Fig. 1: run 1, M1 wires
Scale bar: 20 µm. Supply wires on this layer in grey.
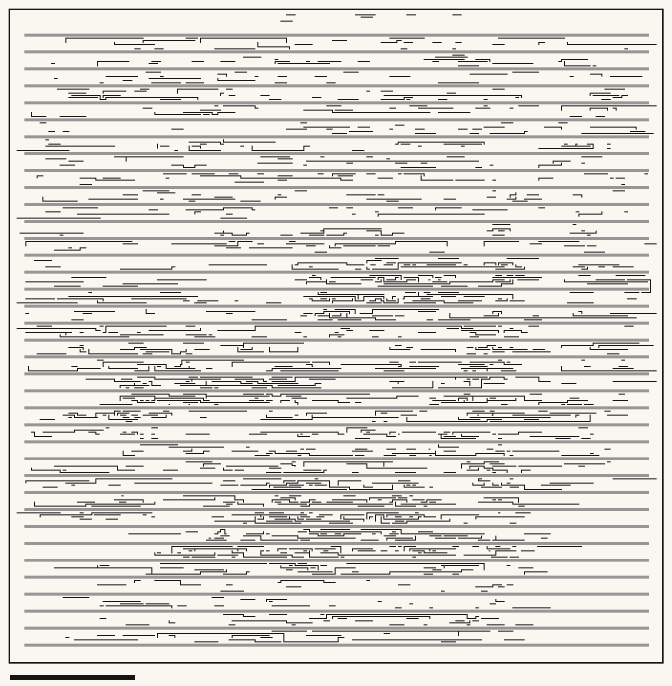
Fig. 2: run 1, the metal 2 layer
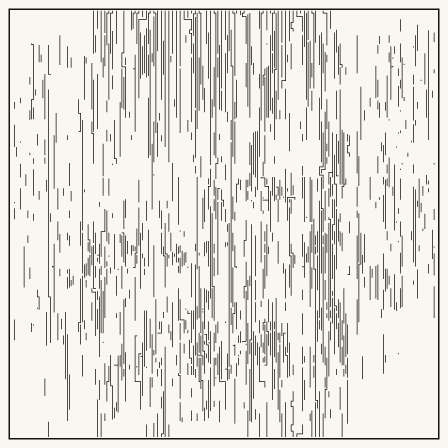
Fig. 3: run 1, the metal 3 layer
Scale bar: 20 µm. Cells faint in the background.
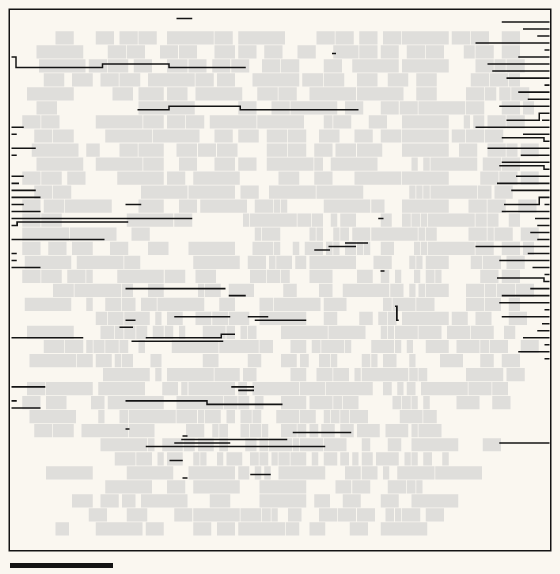
Fig. 4: run 1, the metal 4 layer
Supply wires on this layer in grey.
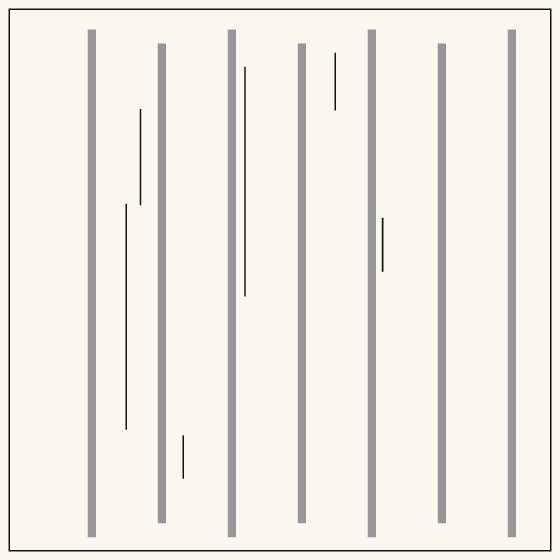
### src/rtl/pe_pkg.sv
// Shared types and constants for the 5x5 PE array feeder.
// Sizes, FSM states and the row strobe helper.
package pe_pkg;

   localparam int K       = 5;
   localparam int PE_ROWS = 5;
   localparam int DATA_W  = 8;
   localparam int RES_W   = 32;

   typedef enum logic [2:0] {
      IDLE,
      LOAD_W,
      LOAD_IF,
      SETTLE,
      OUT,
      DONE
   } state_t;

   function automatic logic [PE_ROWS-1:0] row_onehot(input logic [2:0] row);
      return PE_ROWS'(1) << row;
   endfunction

endpackage

### src/rtl/win_addr_gen.sv
// Tap (r/c) and window (ox/oy) counters for the PE feeder.
// Produces weight and feature read addresses plus end flags.
module win_addr_gen
   import pe_pkg::*;
#(
   parameter int IMG_W   = 32,
   parameter int IMG_H   = 32,
   parameter int K       = pe_pkg::K,
   parameter int FADDR_W = 10,
   parameter int WADDR_W = 5
) (
   input  logic               clk,
   input  logic               rst,
   input  logic               clr,
   input  logic               tap_step,
   input  logic               win_step,
   output logic [2:0]         row,
   output logic [WADDR_W-1:0] w_addr,
   output logic [FADDR_W-1:0] f_addr,
   output logic [FADDR_W-1:0] ox,
   output logic [FADDR_W-1:0] oy,
   output logic               last_tap,
   output logic               last_window
);

   localparam logic [2:0]         KM1    = 3'(K - 1);
   localparam logic [FADDR_W-1:0] OX_MAX = FADDR_W'(IMG_W - K);
   localparam logic [FADDR_W-1:0] OY_MAX = FADDR_W'(IMG_H - K);

   logic [2:0]         r_q;
   logic [2:0]         c_q;
   logic [FADDR_W-1:0] ox_q;
   logic [FADDR_W-1:0] oy_q;

   // Tap counter (c fastest) and raster window counter.
   always_ff @(posedge clk or negedge rst) begin
      if (!rst) begin
         r_q  <= '0;
         c_q  <= '0;
         ox_q <= '0;
         oy_q <= '0;
      end else if (clr) begin
         r_q  <= '0;
         c_q  <= '0;
         ox_q <= '0;
         oy_q <= '0;
      end else begin
         if (tap_step) begin
            if (c_q == KM1) begin
               c_q <= '0;
               r_q <= (r_q == KM1) ? 3'd0 : r_q + 3'd1;
            end else begin
               c_q <= c_q + 3'd1;
            end
         end
         if (win_step) begin
            if (ox_q == OX_MAX) begin
               ox_q <= '0;
               oy_q <= (oy_q == OY_MAX) ? '0 : oy_q + 1'b1;
            end else begin
               ox_q <= ox_q + 1'b1;
            end
         end
      end
   end

   assign row         = r_q;
   assign ox          = ox_q;
   assign oy          = oy_q;
   assign last_tap    = (r_q == KM1) && (c_q == KM1);
   assign last_window = (ox_q == OX_MAX) && (oy_q == OY_MAX);

   assign w_addr = WADDR_W'(r_q) * WADDR_W'(K) + WADDR_W'(c_q);
   assign f_addr = (oy_q + FADDR_W'(r_q)) * FADDR_W'(IMG_W)
                 + ox_q + FADDR_W'(c_q);

endmodule

### src/rtl/pe_array_feeder.sv
// Sequencer feeding a 5x5 PE array: kernel load, then one
// 5x5 window per output pixel with valid/ready output.
module pe_array_feeder
   import pe_pkg::*;
#(
   parameter int IMG_W   = 32,
   parameter int IMG_H   = 32,
   parameter int K       = pe_pkg::K,
   parameter int FADDR_W = 10,
   parameter int WADDR_W = 5
) (
   input  logic               clk,
   input  logic               rst,
   input  logic               start,
   output logic               busy,
   output logic               done,
   output logic [WADDR_W-1:0] w_addr,
   input  logic [DATA_W-1:0]  w_rdata,
   output logic [FADDR_W-1:0] f_addr,
   input  logic [DATA_W-1:0]  f_rdata,
   output logic [PE_ROWS-1:0] pe_w_w,
   output logic [PE_ROWS-1:0] pe_if_w,
   output logic [DATA_W-1:0]  w_out,
   output logic [DATA_W-1:0]  if_out,
   input  logic [RES_W-1:0]   pe_result,
   output logic               out_valid,
   input  logic               out_ready,
   output logic [RES_W-1:0]   out_data,
   output logic [FADDR_W-1:0] out_x,
   output logic [FADDR_W-1:0] out_y
);

   state_t             state;
   logic               drain;
   logic [2:0]         row;
   logic [FADDR_W-1:0] ox;
   logic [FADDR_W-1:0] oy;
   logic               last_tap;
   logic               last_window;
   logic               clr;
   logic               tap_step;
   logic               win_step;

   // Counter control: taps advance while issuing, windows on accept.
   always_comb begin
      clr      = (state == IDLE) && start;
      tap_step = ((state == LOAD_W) || (state == LOAD_IF)) && !drain;
      win_step = (state == OUT) && out_ready;
   end

   win_addr_gen #(
      .IMG_W   (IMG_W),
      .IMG_H   (IMG_H),
      .K       (K),
      .FADDR_W (FADDR_W),
      .WADDR_W (WADDR_W)
   ) u_addr (
      .clk         (clk),
      .rst         (rst),
      .clr         (clr),
      .tap_step    (tap_step),
      .win_step    (win_step),
      .row         (row),
      .w_addr      (w_addr),
      .f_addr      (f_addr),
      .ox          (ox),
      .oy          (oy),
      .last_tap    (last_tap),
      .last_window (last_window)
   );

   // Memory data lands one cycle after the address, aligned with the strobe.
   always_comb begin
      w_out  = (|pe_w_w)  ? w_rdata : '0;
      if_out = (|pe_if_w) ? f_rdata : '0;
   end

   // Main sequencer; drain is the extra cycle for the last pipelined strobe.
   always_ff @(posedge clk or negedge rst) begin
      if (!rst) begin
         state     <= IDLE;
         drain     <= 1'b0;
         busy      <= 1'b0;
         done      <= 1'b0;
         pe_w_w    <= '0;
         pe_if_w   <= '0;
         out_valid <= 1'b0;
         out_data  <= '0;
         out_x     <= '0;
         out_y     <= '0;
      end else begin
         pe_w_w  <= '0;
         pe_if_w <= '0;
         done    <= 1'b0;
         unique case (state)
            IDLE: begin
               if (start) begin
                  state <= LOAD_W;
                  busy  <= 1'b1;
                  drain <= 1'b0;
               end
            end
            LOAD_W: begin
               if (drain) begin
                  drain <= 1'b0;
                  state <= LOAD_IF;
               end else begin
                  pe_w_w <= row_onehot(row);
                  drain  <= last_tap;
               end
            end
            LOAD_IF: begin
               if (drain) begin
                  drain <= 1'b0;
                  state <= SETTLE;
               end else begin
                  pe_if_w <= row_onehot(row);
                  drain   <= last_tap;
               end
            end
            SETTLE: begin
               out_data  <= pe_result;
               out_x     <= ox;
               out_y     <= oy;
               out_valid <= 1'b1;
               state     <= OUT;
            end
            OUT: begin
               if (out_ready) begin
                  out_valid <= 1'b0;
                  if (last_window) begin
                     state <= DONE;
                     done  <= 1'b1;
                     busy  <= 1'b0;
                  end else begin
                     state <= LOAD_IF;
                  end
               end
            end
            DONE: begin
               state <= IDLE;
            end
            default: begin
               state <= IDLE;
            end
         endcase
      end
   end

endmodule

### config.mk
export PLATFORM = sky130hd
export DESIGN_NAME = pe_array_feeder
export DESIGN_NICKNAME = d
export VERILOG_FILES = /design/src/rtl/pe_pkg.sv /design/src/rtl/win_addr_gen.sv /design/src/rtl/pe_array_feeder.sv
export SDC_FILE = /design/constraint.sdc
export NUM_CORES = 1
export LEC_CHECK = 0
export CORE_MARGIN = 2
export CORE_UTILIZATION = 47
export CTS_CLUSTER_SIZE = 30
export DETAILED_ROUTE_END_ITERATION = 16
export GPL_ROUTABILITY_DRIVEN = 0
export PLACE_DENSITY_LB_ADDON = 0.25
export SKIP_LAST_GASP = 1
export SLEW_MARGIN = 20
export SYNTH_ARGS = -nofsm -noshare
export SYNTH_HDL_FRONTEND = slang
export SYNTH_SLANG_ARGS = --single-unit
### constraint.sdc
create_clock -name clk -period 3.9 [get_ports clk]
set_input_delay 0.975 -clock clk [delete_from_list [all_inputs] [get_ports clk]]
set_output_delay 0.975 -clock clk [all_outputs]
set_load 0.02 [all_outputs]
==> impl_metrics.py, run 1 <==
# Synthesis and PnR figures
metrics = {
    "cells_and_area": {
        "clkCellAreaFrac_pct": 3.434,
        "inverters_excl_clock": 16,
        "stdcell_count": 711,
        "comb_area_share_pct": 34.21,
        "area.combinational_um2": 2268,
        "drive_gt1_share_pct": 14.71,
        "fillCellCount": 779,
        "buffer_area_share_pct": 23.09,
        "fin_util_pct": 67.53,
        "area_delta_synth_final_pct": 39.25,
        "finalInstanceArea_um2": 6631,
        "diodes": 0,
    },
    "sta": {
        "fin_setup_tns_ps": 0,
        "skew_ps": 8.457,
        "setup_viol": 0,
        "rsz0062_at_grt": "true",
    },
    "pwr": {
        "power_density_nw_per_um2": 653.4,
        "power.leakage_nw": 2.985,
    },
    "floorplan": {
        "fp.coreArea_um2": 9819,
        "num_rows": 36,
        "n_tap_cell": 133,
        "die_w_um": 104.7,
    },
    "min_path": {
        "hold_path_end": "out_x[6]$_DFFE_PN0P_",
    },
    "clock_network": {
        "postCtsSetupBuffers": 0,
        "clock_latency_ps": 370,
        "postCtsHoldBufs": 0,
        "cts_resized": 3,
        "cts_buffers": 9,
    },
    "global_route": {
        "grt_pass1_vias": 3752,
        "grt_start_max_net_pins": 63,
        "grt_pass1_wl_um": 18290,
    },
    "synth": {
        "synthXorXnorAreaFrac_pct": 5.334,
        "syn_inst": 424,
        "synthSimpleGateAreaFrac_pct": 13.74,
        "edf_count": 0,
        "aoi_share_pct": 7.987,
        "synth.distinct_cells": 51,
        "syn_area_per_cell_um2": 11.23,
        "ys_seq_share_pct": 49.92,
        "synth_area_um2": 4762,
        "async_reset_ff_share_pct": 100.0,
        "synth_top_area_share_pct": 49.92,
        "synth_nets": 506,
        "synthTopLogicFamily": "simple AND/OR/NAND/NOR gates",
    },
    "worst_setup_path": {
        "critPathTopFamily": "adder cells",
        "worst-path-stages": 6,
        "rrSetupSlack_ps": 1330,
        "crit_buf_inv": 2,
        "cpMostUsedCell": "ha_1",
        "cp_max_fo": 6,
        "cp.required_ps": 2920,
    },
    "drt": {
        "ant_nets": 0,
        "wl_um": 11130,
        "dr_total_vias": 3722,
        "drt_first_pass_iters": 4,
    },
    "job": {
        "tool_warnings": 32,
    },
    "placed_design": {
        "dpl.cell_count": 695,
    },
    "status": {
        "status": "finished, final reports clean",
    },
}
About Fig. 1:
longest straight run: 33.1 µm
main direction: horizontal

About Fig. 2:
longest straight run: 50.7 µm
nets with wire on the layer: 596
wire length on this layer: 5640 µm

About Fig. 3:
longest straight run: 34.7 µm
main direction: horizontal

About Fig. 4:
wire length on this layer: 135 µm
main direction: vertical
share of all routed wire: 1.2%
nets with wire on the layer: 4

[run 1: cell usage after synthesis (10+ instances only)]
library cell	number
inv_1	16
clkbuf_1	16
dfrtp_1	95
nand3_1	10
a21oi_1	12
o21ai_0	16
xnor2_1	15
ha_1	27
nor2_1	39
xor2_1	14
nor2b_1	18
mux2_2	49
nand2_1	26
[run 1: where the power goes]
part / internal, W / switching (W)
combinational: 0.00108 / 0.00109
clock: 0.000382 / 0.000355
sequential: 0.00126 / 0.000173
total: 0.00272 / 0.00161
[run 1: routing by layer]
| layer | up-vias | GRT usage, % | share of wire (%) |
|---|---|---|---|
| met2 | 125 | 36.51 | 51 |
| met3 | 15 | 6.613 | 6.9 |
| met1 | 1817 | 24.99 | 41 |
| met5 | - | 0 | 0 |
| li1 | 1765 | - | - |
| met4 | 0 | 5.619 | 1.2 |
Fig. 5: run 1, clock wiring as the flow saved it
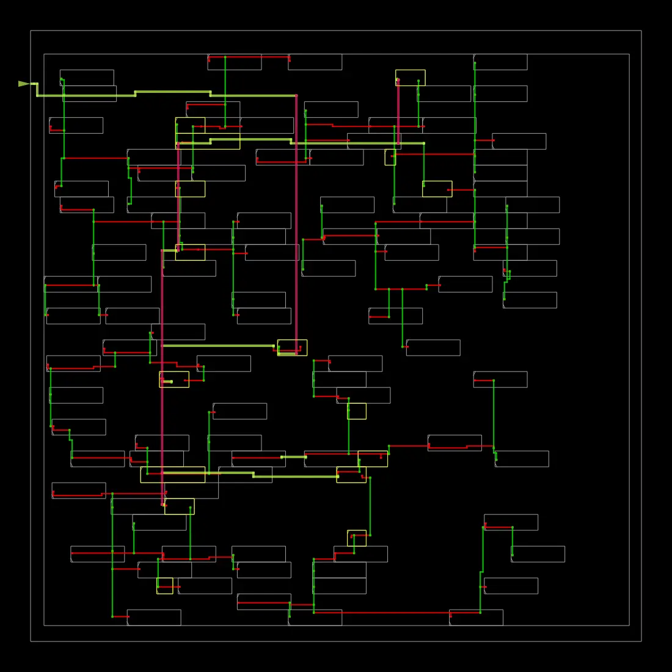

==> run 1 -> run 2 <==
--- a/config.mk
+++ b/config.mk
@@ -5,6 +5,7 @@
 export SDC_FILE = /design/constraint.sdc
 export NUM_CORES = 1
 export LEC_CHECK = 0
+export ABC_AREA = 1
 export CORE_MARGIN = 2
 export CORE_UTILIZATION = 47
 export CTS_CLUSTER_SIZE = 30
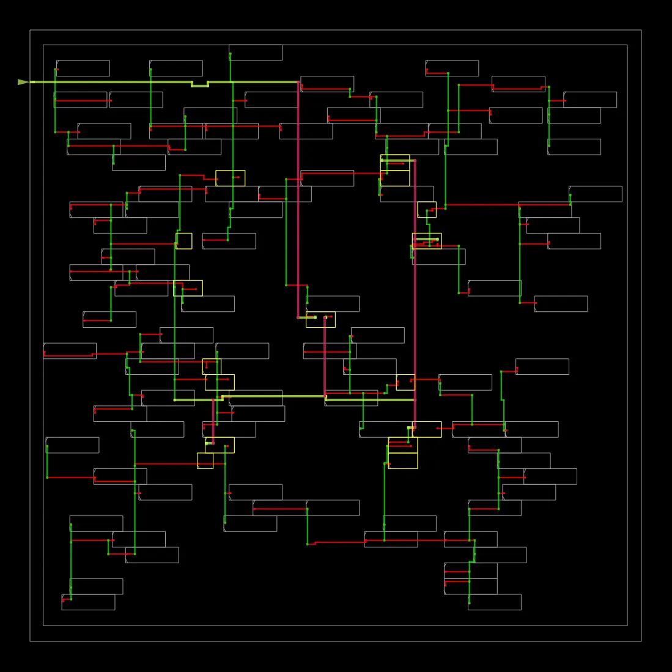
Fig. 6. Clock wiring as the flow saved it (run 2).
total CTS buffers: 9
Flops: 95
CTS sink count: 95
clk pwr: 0.000635 W

==> run 2 against run 1 <==
  * Clock power shrank 14%
  * Register-to-register slack improved by 110 ps
  * Sequential power up about 10%
  * Non-clock buffer count fell by 3
  * Die size rose by 2.4%
  * Combinational power increased by 45%
  * Critical path type unchanged
  * Wire length increased by 7.3%
==> impl_metrics.py, run 2 <==
# Synthesis and PnR figures
metrics = {
    "synth": {
        "synth_nets": 684,
        "async_reset_ff_share_pct": 100.0,
        "synth.distinct_cells": 30,
        "ys_seq_share_pct": 48.68,
        "synth_top_area_share_pct": 48.68,
        "top_cell": "nand2_1",
        "syn_area_per_cell_um2": 8.112,
    },
    "clock_network": {
        "clock_latency_ps": 370,
        "postCtsHoldBufs": 0,
    },
    "drt": {
        "met2_wirelength_um": 5878,
        "wl_um": 11950,
        "met1_length_um": 5008,
        "drt_first_pass_iters": 4,
    },
    "cells_and_area": {
        "comb_area_share_pct": 32.61,
        "diodes": 0,
        "inverters_excl_clock": 68,
        "fillCellCount": 867,
        "fin_util_pct": 65.66,
        "stdcell_count": 891,
        "drive_gt1_share_pct": 5.298,
        "finalInstanceArea_um2": 6688,
    },
    "pwr": {
        "power_switching_w": 0.002425,
        "clock_power_share_pct": 11.9,
        "p_comb_share_pct": 58.7,
        "top_power_group": "combinational cells",
        "switching_share_pct": 45.37,
        "p_seq_share_pct": 29.5,
        "powerSeq_w": 0.00157,
        "powerComb_w": 0.00313,
    },
    "min_path": {
        "hold_path_end": "out_data[15]$_DFFE_PN0P_",
    },
    "global_route": {
        "grt_pass1_vias": 4347,
        "grt_use_met1_pct": 28.04,
        "grt_util_met2_pct": 38.39,
        "met3_usage_pct": 4.660,
        "grt_start_max_net_pins": 74,
    },
    "sta": {
        "fin_setup_tns_ps": 0,
        "setup_viol": 0,
        "skew_ps": 13.57,
    },
    "worst_setup_path": {
        "cp.required_ps": 2920,
        "worst-path-stages": 6,
        "crit_buf_inv": 2,
        "cp_max_fo": 7,
    },
    "placed_design": {
        "dpl.cell_count": 875,
    },
    "floorplan": {
        "n_tap_cell": 136,
        "num_rows": 37,
    },
    "status": {
        "status": "finished, final reports clean",
    },
}
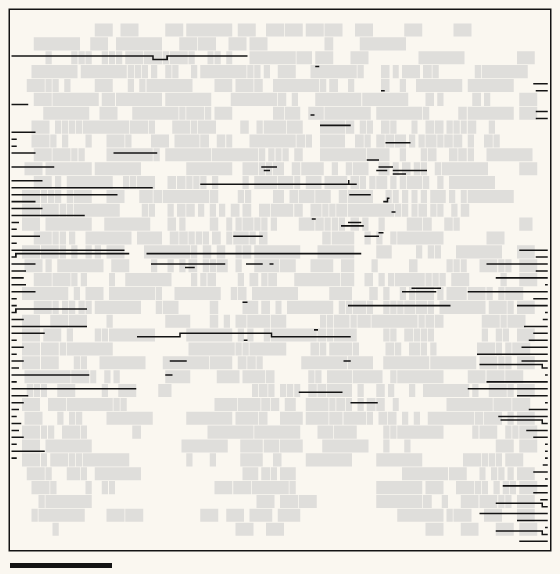
Fig. 7. The metal 3 layer (run 2).
Scale bar: 20 µm. Cells faint in the background.
main direction: horizontal
share of all routed wire: 6.7%
nets with wire on the layer: 117

## run 2: cell types whose count changed in the layout (fill, tap and decap cells not counted), sizes merged, moves of 4 or more
| cell | change |
|---|---|
| o21ai | +27 |
| nand4 | +8 |
| nor2b | -18 |
| buf | -4 |
| mux2 | -49 |
| or3 | -4 |
| a21o | -4 |
| xnor2 | -9 |
| nand3 | +22 |
| inv | +50 |
| and3 | -4 |
| nand2 | +198 |
## run 2: kinds of logic (layout without fill, tap and decap cells)
family,count (synthesis),after routing,share of synthesized area (%)
simple gates,313,313,26.34
flops,95,95,48.68
buf+inv,84,237,6.662
compound gates,60,60,6.585
fa+ha+maj,30,30,8.148
xor+xnor,20,20,3.587
## run 2: timing repair
action / 4_1_cts / 5_1_grt
setup endpoints to repair: 3 / 4
hold endpoints to repair: 0 / 0
resized: 3 / 5
Power is estimated from default activity; no workload was simulated.
